## src/rtl/truth_sweep_pkg.sv

```systemverilog
// Shared types and helpers for the truth-table sweeper.
package truth_sweep_pkg;

  typedef enum logic [1:0] {
    StIdle,
    StHold,
    StCheck,
    StDone
  } sweep_state_e;

  // Counter width that covers hold lengths up to 15 cycles.
  localparam int unsigned SettleCntW = 4;

  // Bit offset of a vector's expected-output slice within the packed golden table.
  function automatic int unsigned slice_base(input int unsigned vec, input int unsigned width);
    return vec * width;
  endfunction

endpackage

```

## src/rtl/sweep_settle_cnt.sv

```systemverilog
// Hold-cycle down-counter: loaded when a vector is first applied, ticks while the
// vector is held, and flags expiry once the hold has lasted long enough.
module sweep_settle_cnt
  import truth_sweep_pkg::*;
#(
  parameter logic [SettleCntW-1:0] LoadVal = '0
) (
  input  logic i_clk,
  input  logic i_rst,
  input  logic i_load,
  input  logic i_tick,
  output logic o_expire
);

  logic [SettleCntW-1:0] r_cnt;

  // Count down from LoadVal; saturate at zero.
  always_ff @(posedge i_clk or posedge i_rst) begin
    if (i_rst) begin
      r_cnt <= '0;
    end else if (i_load) begin
      r_cnt <= LoadVal;
    end else if (i_tick && (r_cnt != '0)) begin
      r_cnt <= r_cnt - SettleCntW'(1);
    end
  end

  assign o_expire = (r_cnt == '0);

endmodule

```

## src/rtl/truth_table_sweeper.sv

```systemverilog
// Truth-table sweeper: walks dut_in through every input vector in ascending order,
// holds each for SETTLE+1 cycles, compares dut_out against a golden table in the
// last hold cycle and counts mismatches.
// Optional feature: define FIRST_FAIL_CAPTURE_EN to add fail_valid/fail_vec, which
// record the index of the first mismatching vector of a sweep.
module truth_table_sweeper
  import truth_sweep_pkg::*;
#(
  parameter int unsigned N_IN   = 3,
  parameter int unsigned N_OUT  = 1,
  parameter int unsigned SETTLE = 1
) (
  input  logic                        clk,
  input  logic                        rst,
  input  logic                        start,
  input  logic [N_OUT*(2**N_IN)-1:0]  expected,
  output logic [N_IN-1:0]             dut_in,
  input  logic [N_OUT-1:0]            dut_out,
  output logic                        busy,
  output logic                        done,
  output logic                        pass,
`ifdef FIRST_FAIL_CAPTURE_EN
  output logic                        fail_valid,
  output logic [N_IN-1:0]             fail_vec,
`endif
  output logic [N_IN:0]               err_cnt
);

  // HOLD lasts SETTLE cycles, so the counter starts at SETTLE-1 and expires at zero.
  localparam logic [SettleCntW-1:0] SettleLoad =
      (SETTLE == 0) ? '0 : SettleCntW'(SETTLE - 1);
  localparam logic [N_IN-1:0] VecOne = N_IN'(1);
  localparam logic [N_IN:0]   ErrOne = (N_IN + 1)'(1);

  sweep_state_e r_state, w_state_d;

  logic [N_IN-1:0]  r_vec;
  logic [N_IN:0]    r_err;
  logic             r_pass;
  logic             r_done;
  logic             w_accept;
  logic             w_load;
  logic             w_tick;
  logic             w_expire;
  logic             w_cmp_en;
  logic             w_advance;
  logic             w_last;
  logic             w_mismatch;
  logic [N_OUT-1:0] w_golden;

  sweep_settle_cnt #(
    .LoadVal (SettleLoad)
  ) u_settle_cnt (
    .i_clk    (clk),
    .i_rst    (rst),
    .i_load   (w_load),
    .i_tick   (w_tick),
    .o_expire (w_expire)
  );

  assign w_last     = (r_vec == '1);
  assign w_golden   = expected[slice_base(32'(r_vec), N_OUT) +: N_OUT];
  assign w_mismatch = (dut_out != w_golden);

  // State register.
  always_ff @(posedge clk or posedge rst) begin
    if (rst) begin
      r_state <= StIdle;
    end else begin
      r_state <= w_state_d;
    end
  end

  // Next-state and control decode; with SETTLE=0 the HOLD state is skipped entirely.
  always_comb begin
    w_state_d = r_state;
    w_accept  = 1'b0;
    w_load    = 1'b0;
    w_tick    = 1'b0;
    w_cmp_en  = 1'b0;
    w_advance = 1'b0;
    unique case (r_state)
      StIdle: begin
        if (start) begin
          w_accept = 1'b1;
          if (SETTLE == 0) begin
            w_state_d = StCheck;
          end else begin
            w_state_d = StHold;
            w_load    = 1'b1;
          end
        end
      end
      StHold: begin
        w_tick = 1'b1;
        if (w_expire) begin
          w_state_d = StCheck;
        end
      end
      StCheck: begin
        w_cmp_en = 1'b1;
        if (w_last) begin
          w_state_d = StDone;
        end else begin
          w_advance = 1'b1;
          if (SETTLE != 0) begin
            w_state_d = StHold;
            w_load    = 1'b1;
          end
        end
      end
      StDone: begin
        w_state_d = StIdle;
      end
      default: begin
        w_state_d = StIdle;
      end
    endcase
  end

  // Vector, error count, verdict and done pulse. err_cnt cannot wrap: its width
  // holds 2^N_IN and at most one mismatch is counted per vector.
  always_ff @(posedge clk or posedge rst) begin
    if (rst) begin
      r_vec  <= '0;
      r_err  <= '0;
      r_pass <= 1'b0;
      r_done <= 1'b0;
    end else begin
      r_done <= (r_state == StDone);
      if (w_accept) begin
        r_vec  <= '0;
        r_err  <= '0;
        r_pass <= 1'b0;
      end else begin
        if (w_cmp_en && w_mismatch) begin
          r_err <= r_err + ErrOne;
        end
        if (w_advance) begin
          r_vec <= r_vec + VecOne;
        end
        if (r_state == StDone) begin
          r_pass <= (r_err == '0);
        end
      end
    end
  end

`ifdef FIRST_FAIL_CAPTURE_EN
  logic            r_fail_valid;
  logic [N_IN-1:0] r_fail_vec;

  // Latch the index of the first mismatch of the sweep.
  always_ff @(posedge clk or posedge rst) begin
    if (rst) begin
      r_fail_valid <= 1'b0;
      r_fail_vec   <= '0;
    end else if (w_accept) begin
      r_fail_valid <= 1'b0;
      r_fail_vec   <= '0;
    end else if (w_cmp_en && w_mismatch && !r_fail_valid) begin
      r_fail_valid <= 1'b1;
      r_fail_vec   <= r_vec;
    end
  end

  assign fail_valid = r_fail_valid;
  assign fail_vec   = r_fail_vec;
`endif

  assign dut_in  = r_vec;
  assign err_cnt = r_err;
  assign pass    = r_pass;
  assign done    = r_done;
  assign busy    = (r_state == StHold) || (r_state == StCheck);

endmodule
```

## config.mk

```make
export PLATFORM = sky130hd
export DESIGN_NAME = truth_table_sweeper
export DESIGN_NICKNAME = d
export VERILOG_FILES = /design/src/rtl/truth_sweep_pkg.sv /design/src/rtl/sweep_settle_cnt.sv /design/src/rtl/truth_table_sweeper.sv
export SDC_FILE = /design/constraint.sdc
export NUM_CORES = 1
export LEC_CHECK = 0
export ABC_AREA = 1
export CAP_MARGIN = 0
export CORE_MARGIN = 2
export CORE_UTILIZATION = 44
export DETAILED_ROUTE_END_ITERATION = 6
export GPL_ROUTABILITY_DRIVEN = 0
export PLACE_DENSITY = 0.74
export SYNTH_ARGS = -nofsm -noshare
export SYNTH_HDL_FRONTEND = slang
export SYNTH_SLANG_ARGS = --single-unit
```

## constraint.sdc

```tcl
create_clock -name clk -period 1.39 [get_ports clk]
set_input_delay 0.417 -clock clk [delete_from_list [all_inputs] [get_ports clk]]
set_output_delay 0.417 -clock clk [all_outputs]
set_load 0.005 [all_outputs]
```

==> summary.txt, run 1 <==
run results: design internal power=1.750 mW, number of enable flip-flop cells=0, vias in the first global route=947, CP endpoint kind=primary output, critical path peak fanout=2, CTS max path bufs=2, overall routed net length=2618 um, buffers plus inverters on the worst setup path=2, most repeated cell in the gate-level netlist after synthesis=inv_1, number of unique standard cell types used by synthesis=17, registers=15, combinational gate area=726.9 sq um, number of inserted filler cells in the final layout=145, reported sequential group power=0.686 mW, Dominant flop cell=dfrtp_1, data required time of the critical path=0.97 ns, global-route wire length before repair=3657 um, number of DRC markers after the initial detailed-route iteration=20, flip-flop and latch area=375.4 sq um, largest vdd supply drop=1.344 mV, FF-to-FF End=err_cnt[1], nets in the synthesized netlist=148, number of setup violations in the final report=5, path type of the worst min-delay path=input pin to asynchronous set/reset pin, instance tally after logic synthesis=125, Core Rows=17, crit path setup slack, layout=-0.1060 ns, pin slew with the least headroom to its limit=0.2182 ns, post-CTS setup buffers=6, violated checks=negative setup slack, outcome=complete, but fails checks, Synth area leader=dfrtp_1, Gate power share=70.3%, y dimension of the die=51.31 um, time the final worst path needs with I/O delays and setup=1.496 ns, # Max-Cap Violations=0, final hold violation count=0, net switching power figure=1.402 mW, count of buffers not belonging to the clock network in the layout=46, final count of pins violating max slew=0, count of vias placed by the detailed router=987, fraction of area in non-clock buffers=24.31%, estimated wirelength of the detail-placed design=1642 um, biggest area contributors in the synthesized netlist=dfrtp_1 38%, ha_1 14%, inv_1 9.5%, pin count of the biggest net entering global routing=16, critical path arrival=1.08 ns, horizontal die dimension=51.31 um, antenna-violating nets left=0, Largest cell class=logic gates, fraction of power consumed by sequential logic=21.8%, cell with the largest stage delay on the worst path=dfrtp_1, warning count from the yosys run=0, Worst-path clk slew=0.10 ns, most frequent cells after synthesis=25 x inv_1, 22 x nand2_1, 15 x dfrtp_1, clock tree from TritonCTS=built, count of non-CTS inverters in the layout=26, Post-CTS Hold Fix Bufs=0, end point of the critical path=busy, number of logic stages on the critical path including buffering=3, IO Count=22, number of warnings in the stage logs=34, share of cell area taken by multi-input logic gates=43.33%, relative area of clock buffers and inverters in the final design=1.641%, number of H-tree levels=1, group with the largest share of power=combinational cells, number of well-tap cells placed=28, Mapped Area=984.7 sq um, fraction of synthesized cell area taken by the top area cell type=38.12%, post-CTS sizing=25, Net count, final=199, Async SR Flop Fraction=100.0%, average cell area after synthesis=7.878 sq um
==> run 1: through the flow <==
stage | area, sq um | cells | total power, mW | worst slack (ns) | hold slack (ns)
after floorplan | 984.7 | 125 | 1.552 | 0.01032 | 0.3185
after global placement | 1343 | 189 | 2.170 | -0.2379 | 0.4552
after detailed placement | 1343 | 189 | 2.235 | -0.2732 | 0.4623
after CTS | 1434 | 199 | 2.624 | -0.1135 | 0.4178
after global routing | 1678 | 203 | 3.427 | -0.1556 | 0.4677
final | 1678 | 203 | 3.151 | -0.1060 | 0.4242
==> run 1: state kept, by name (all words and copies together), names as in the netlist <==
register	flops
done	1
pass	1
r_state	2
dut_in	3
err_cnt	4
u_settle_cnt.r_cnt	4
==> run 1: routing by layer <==
| metal | track usage [%] | vias to the layer above | share of wire, % |
|---|---|---|---|
| met1 | 20.74 | 476 | 42 |
| met3 | 2.924 | 4 | 2.6 |
| li1 | - | 497 | - |
| met5 | 0 | - | 0 |
| met2 | 34.20 | 10 | 55 |
| met4 | 8.333 | 0 | 0.80 |
==> run 1: kinds of logic (layout without fill, tap and decap cells) <==
family / after synthesis / in the layout / synth area share, %
DFF: 15 / 15 / 38.12
and+or+nand+nor: 56 / 56 / 28.72
xor gates and xnor gates: 1 / 1 / 0.8896
buffers and inverters: 26 / 76 / 9.911
AOI/OAI and AO/OA: 16 / 16 / 8.386
adders and majority gates: 11 / 11 / 13.98
==> run 1: placed cells by master (no fill, tap or decap), drive strengths merged <==
cell,n
a211oi,1
a21oi,6
buf,26
clkbuf,3
clkdlybuf4s15,4
clkdlybuf4s50,11
clkinv,1
dfrtp,15
dlygate4sd2,5
ha,11
inv,26
nand2,26
nand3,18
nand4,2
nor2,9
nor4,1
o21ai,9
xor2,1
### Clock network drawn from the DEF, run 1

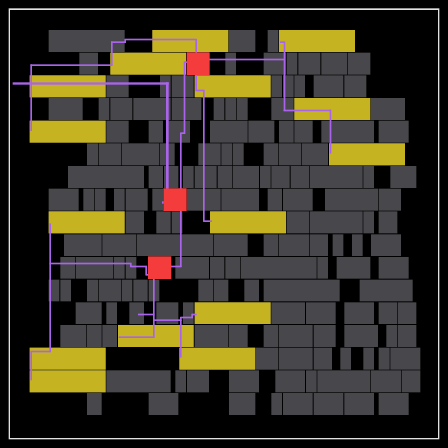
[yellow] flip-flops | count: 15
[purple] clock wires | length: 205 um
[red] cells driving clock nets | count: 3
routed clock nets	4
flops lie	spread over the die
power in the clock group: 0.251 mW
part of the total power dissipated in the clock network: 8.0%
Clock Skew: 0.006906 ns
clock latency on the worst-skew pair: 0.28 ns

### Placement density heat map, run 1

The die is cut into 10 by 10 equal tiles; dark blue is low, red is high, 0 to 100% covered.
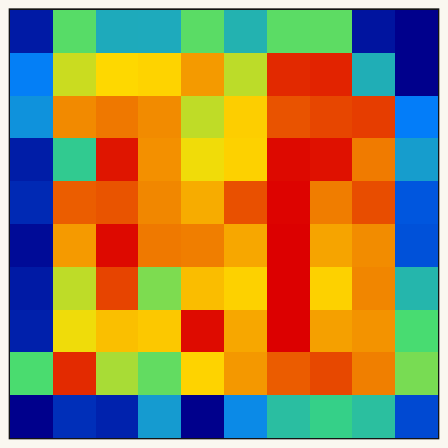
emptiest ninth of the die	bottom left
mean over tiles	62%
tiles over 75% full	53%
densest ninth of the die	middle
Core Util, Final: 77.34%
placeable core region: 2170 sq um
floorplan-stage core utilization: 45.39%

### Gate families picked out, run 1

Scale bar: 20 um.
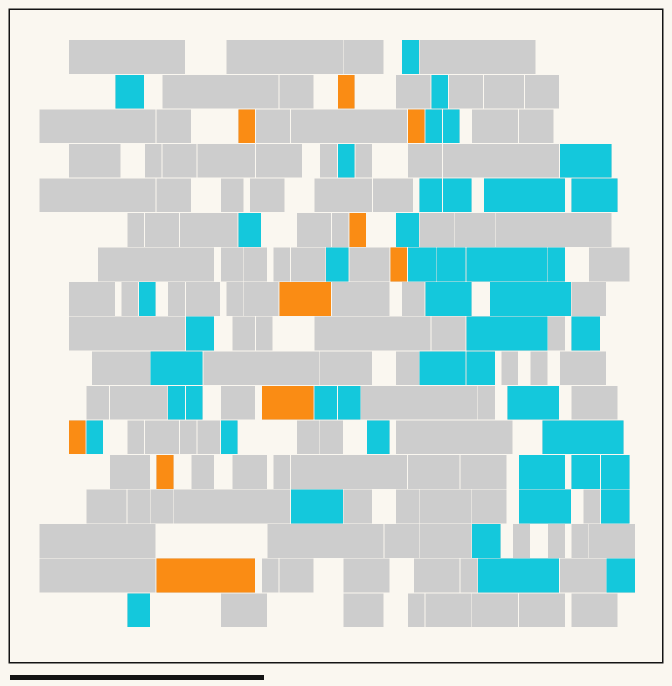
color	family	cells
orange	NOR gates	10
cyan	NAND gates	46

==> inputs of run 2 (changes only) <==
--- a/config.mk
+++ b/config.mk
@@ -12,6 +12,8 @@
 export DETAILED_ROUTE_END_ITERATION = 6
 export GPL_ROUTABILITY_DRIVEN = 0
 export PLACE_DENSITY = 0.74
+export SKIP_CTS_REPAIR_TIMING = 1
+export SLEW_MARGIN = 10
 export SYNTH_ARGS = -nofsm -noshare
 export SYNTH_HDL_FRONTEND = slang
 export SYNTH_SLANG_ARGS = --single-unit
==> run 2 against run 1 <==
  * The run still ends with negative setup slack left
  * Clock skew barely moved
  * Flip-flop count stayed put
  * Clock power barely moved
  * Critical path type unchanged
  * Largest cell class unchanged
  * Highest routed layer unchanged
==> summary.txt, run 2 <==
run results: most repeated cell in the gate-level netlist after synthesis=inv_1, GR Overflow Total=0, violated checks=negative setup slack, share of the clock period used by the worst path after layout=107.4%, Net count, final=204, final hold violation count=0, average cell area after synthesis=7.878 sq um, warning count from the yosys run=0, floorplan-stage core utilization=45.39%, number of enable flip-flop cells=0, number of antenna violations at the first check in global routing=0, total of buffers placed on input and output ports=21, GRT met1 Usage=21.11%, DP Area=1343 sq um, per-cell via count in the routed design=5.067, number of setup violations in the final report=5, Core Rows=17, IO Count=22, horizontal die dimension=51.31 um, area growth from synthesis to final layout=71.54%, pin slew with the least headroom to its limit=0.2258 ns, Gate power share=69.5%, post-placement cell count=189, fraction of power consumed by sequential logic=22.4%, Seq cells post-synth=15, met3 usage in global routing=2.924%, antenna-violating nets left=0, time the final worst path needs with I/O delays and setup=1.493 ns, Met1 Routed Length=1060 um, vias in the first global route=914, clock latency on the worst-skew pair=0.29 ns, nets in the synthesized netlist=148, share of synthesized area occupied by flip-flops and latches=38.12%, power in the clock group=0.253 mW, Mapped Area=984.7 sq um, estimated wirelength of the detail-placed design=1642 um, yosys stat chip area=984.7 sq um, final count of pins violating max slew=0, number of unique standard cell types used by synthesis=17, clk root buf=clkbuf_4, maximum operating frequency=0.6697 GHz, largest vdd supply drop=1.252 mV, setup repair after global routing missed its margin=true, overall routed net length=2791 um, design internal power=1.751 mW, CTS max path bufs=2, Global Route met2 Usage=31.60%, Chip Area=2632 sq um, critical path start-end classification=register to primary output, number of warnings in the stage logs=33, pin count of the biggest net entering global routing=16, most frequent cells after synthesis=25 x inv_1, 22 x nand2_1, 15 x dfrtp_1, reported sequential group power=0.697 mW, number of H-tree levels=1, data required time of the critical path=0.97 ns, crit path setup slack, layout=-0.1033 ns, path type of the worst min-delay path=input pin to asynchronous set/reset pin, routed length on met2=1583 um, outcome=complete, but fails checks, nature of the critical path startpoint=register, fraction of synthesized cell area taken by the top area cell type=38.12%, Dominant flop cell=dfrtp_1, Antenna Diode Count=0, Synth area leader=dfrtp_1, net switching power figure=1.362 mW, Met3 Routed Length=64 um, group with the largest share of power=combinational cells, count of vias placed by the detailed router=1054, placeable core region=2170 sq um, Worst-path clk slew=0.10 ns, biggest area contributors in the synthesized netlist=dfrtp_1 38%, ha_1 14%, inv_1 9.5%, Non-Filler Cell Area, Final=1689 sq um, number of DRC markers after the initial detailed-route iteration=13, most numerous logic cells after layout=25 x buf_4, 18 x inv_1, 15 x dfrtp_1, Clock Skew=0.006904 ns, summed negative setup slack over all endpoints=-0.3070 ns, CP endpoint kind=primary output, instance tally after logic synthesis=125, Async SR Flop Fraction=100.0%, # Max-Cap Violations=0, y dimension of the die=51.31 um, clock tree from TritonCTS=built, part of the total power dissipated in the clock network=8.1%, global-route wire length before repair=3553 um, most used routing layer in global routing=met2, critical path peak fanout=2, static leakage power=0.9916 nW, critical path arrival=1.08 ns, top routing layer in use=met4, startpoint of the most critical register-to-register path=dut_in[0]
## run 2: cell types whose count changed in the layout (fill, tap and decap cells not counted), sizes merged
cell / before / now
buf: 26 / 30
clkdlybuf4s50: 11 / 10
clkdlybuf4s15: 4 / 0
dlymetal6s2s: 0 / 10
clkbuf: 3 / 4
dlygate4sd2: 5 / 0
## run 2: critical path, cell delays in order (launching register included)
cell and delay, ns:
dfrtp_1 0.40, inv_2 0.09, ha_4 0.20, clkbuf_2 0.10
## run 2: logic make-up (layout without fill, tap and decap cells)
group           Yosys count  count (layout)  synth area share (%)
flops                    15              15                 38.12
simple gates             56              56                 28.72
fa+ha+maj                11              11                 13.98
buf+inv                  26              81                 9.911
xor+xnor                  1               1                0.8896
compound gates           16              16                 8.386
## run 2: per-stage QoR
step                      util [%]  hold slack [ns]  total power [mW]  worst slack [ns]
after floorplan                  -           0.3185             1.552           0.01032
after global placement       61.88           0.4552             2.170           -0.2379
after detailed placement     61.88           0.4623             2.235           -0.2732
after CTS                    63.15           0.4178             2.498           -0.5214
after global routing         77.85           0.4628             3.384           -0.1549
final                        77.85           0.4177             3.113           -0.1033
## run 2: path summary, 6_finish.rpt
path | slack [ns] | cells past startpoint | endpoint
worst max-delay path | -0.10 | 3 | busy
worst min register to register | 0.48 | 1 | u_settle_cnt.r_cnt[3]
worst min-delay path | 0.42 | 3 | dut_in[2]
max in group asynchronous | 0.79 | 3 | u_settle_cnt.r_cnt[1]
worst max register to register | -0.06 | 11 | err_cnt[1]
min in group clk | 0.48 | 1 | u_settle_cnt.r_cnt[3]
## run 2: area by class of cell
cell class	count	area, sq um
Clock buffer	3	22.52
Clock inverter	1	5.005
Fill cell	150	480.5
Inverter	26	105.1
Multi-Input combinational cell	84	671.9
Sequential cell	15	375.4
Tap cell	28	35.03
Timing Repair Buffer	51	474.2
### Gate families picked out, run 2

Scale bar: 20 um.
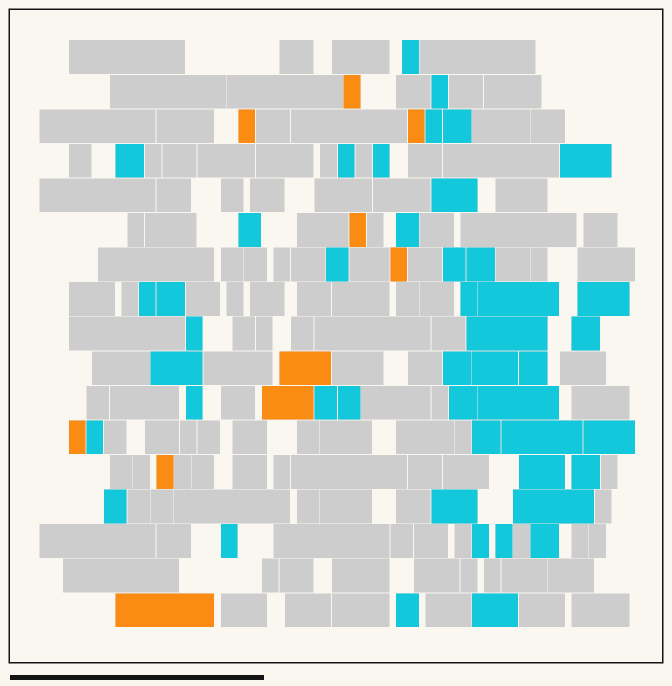
color	family	cells
orange	NOR gates	10
cyan	NAND gates	46
share of cell area taken by multi-input logic gates: 39.78%
post-route non-filler standard cell count: 208
most common logic cell in the routed design: buf_4

### Placement density heat map, run 2

The die is cut into 10 by 10 equal tiles; dark blue is low, red is high, 0 to 100% covered.
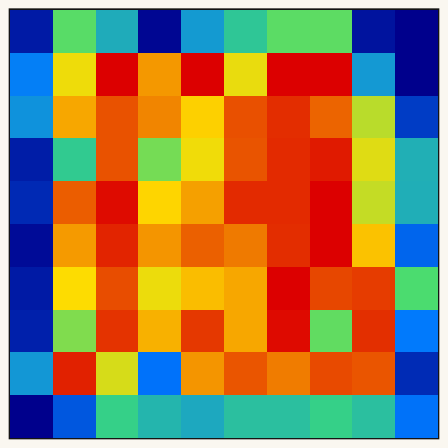
nearly empty tiles	4.0%
fullest tile	100%
tiles over 75% full	49%
Core Util, Final: 77.85%

Power figures rest on the tool's default switching activity, not on a simulated workload.
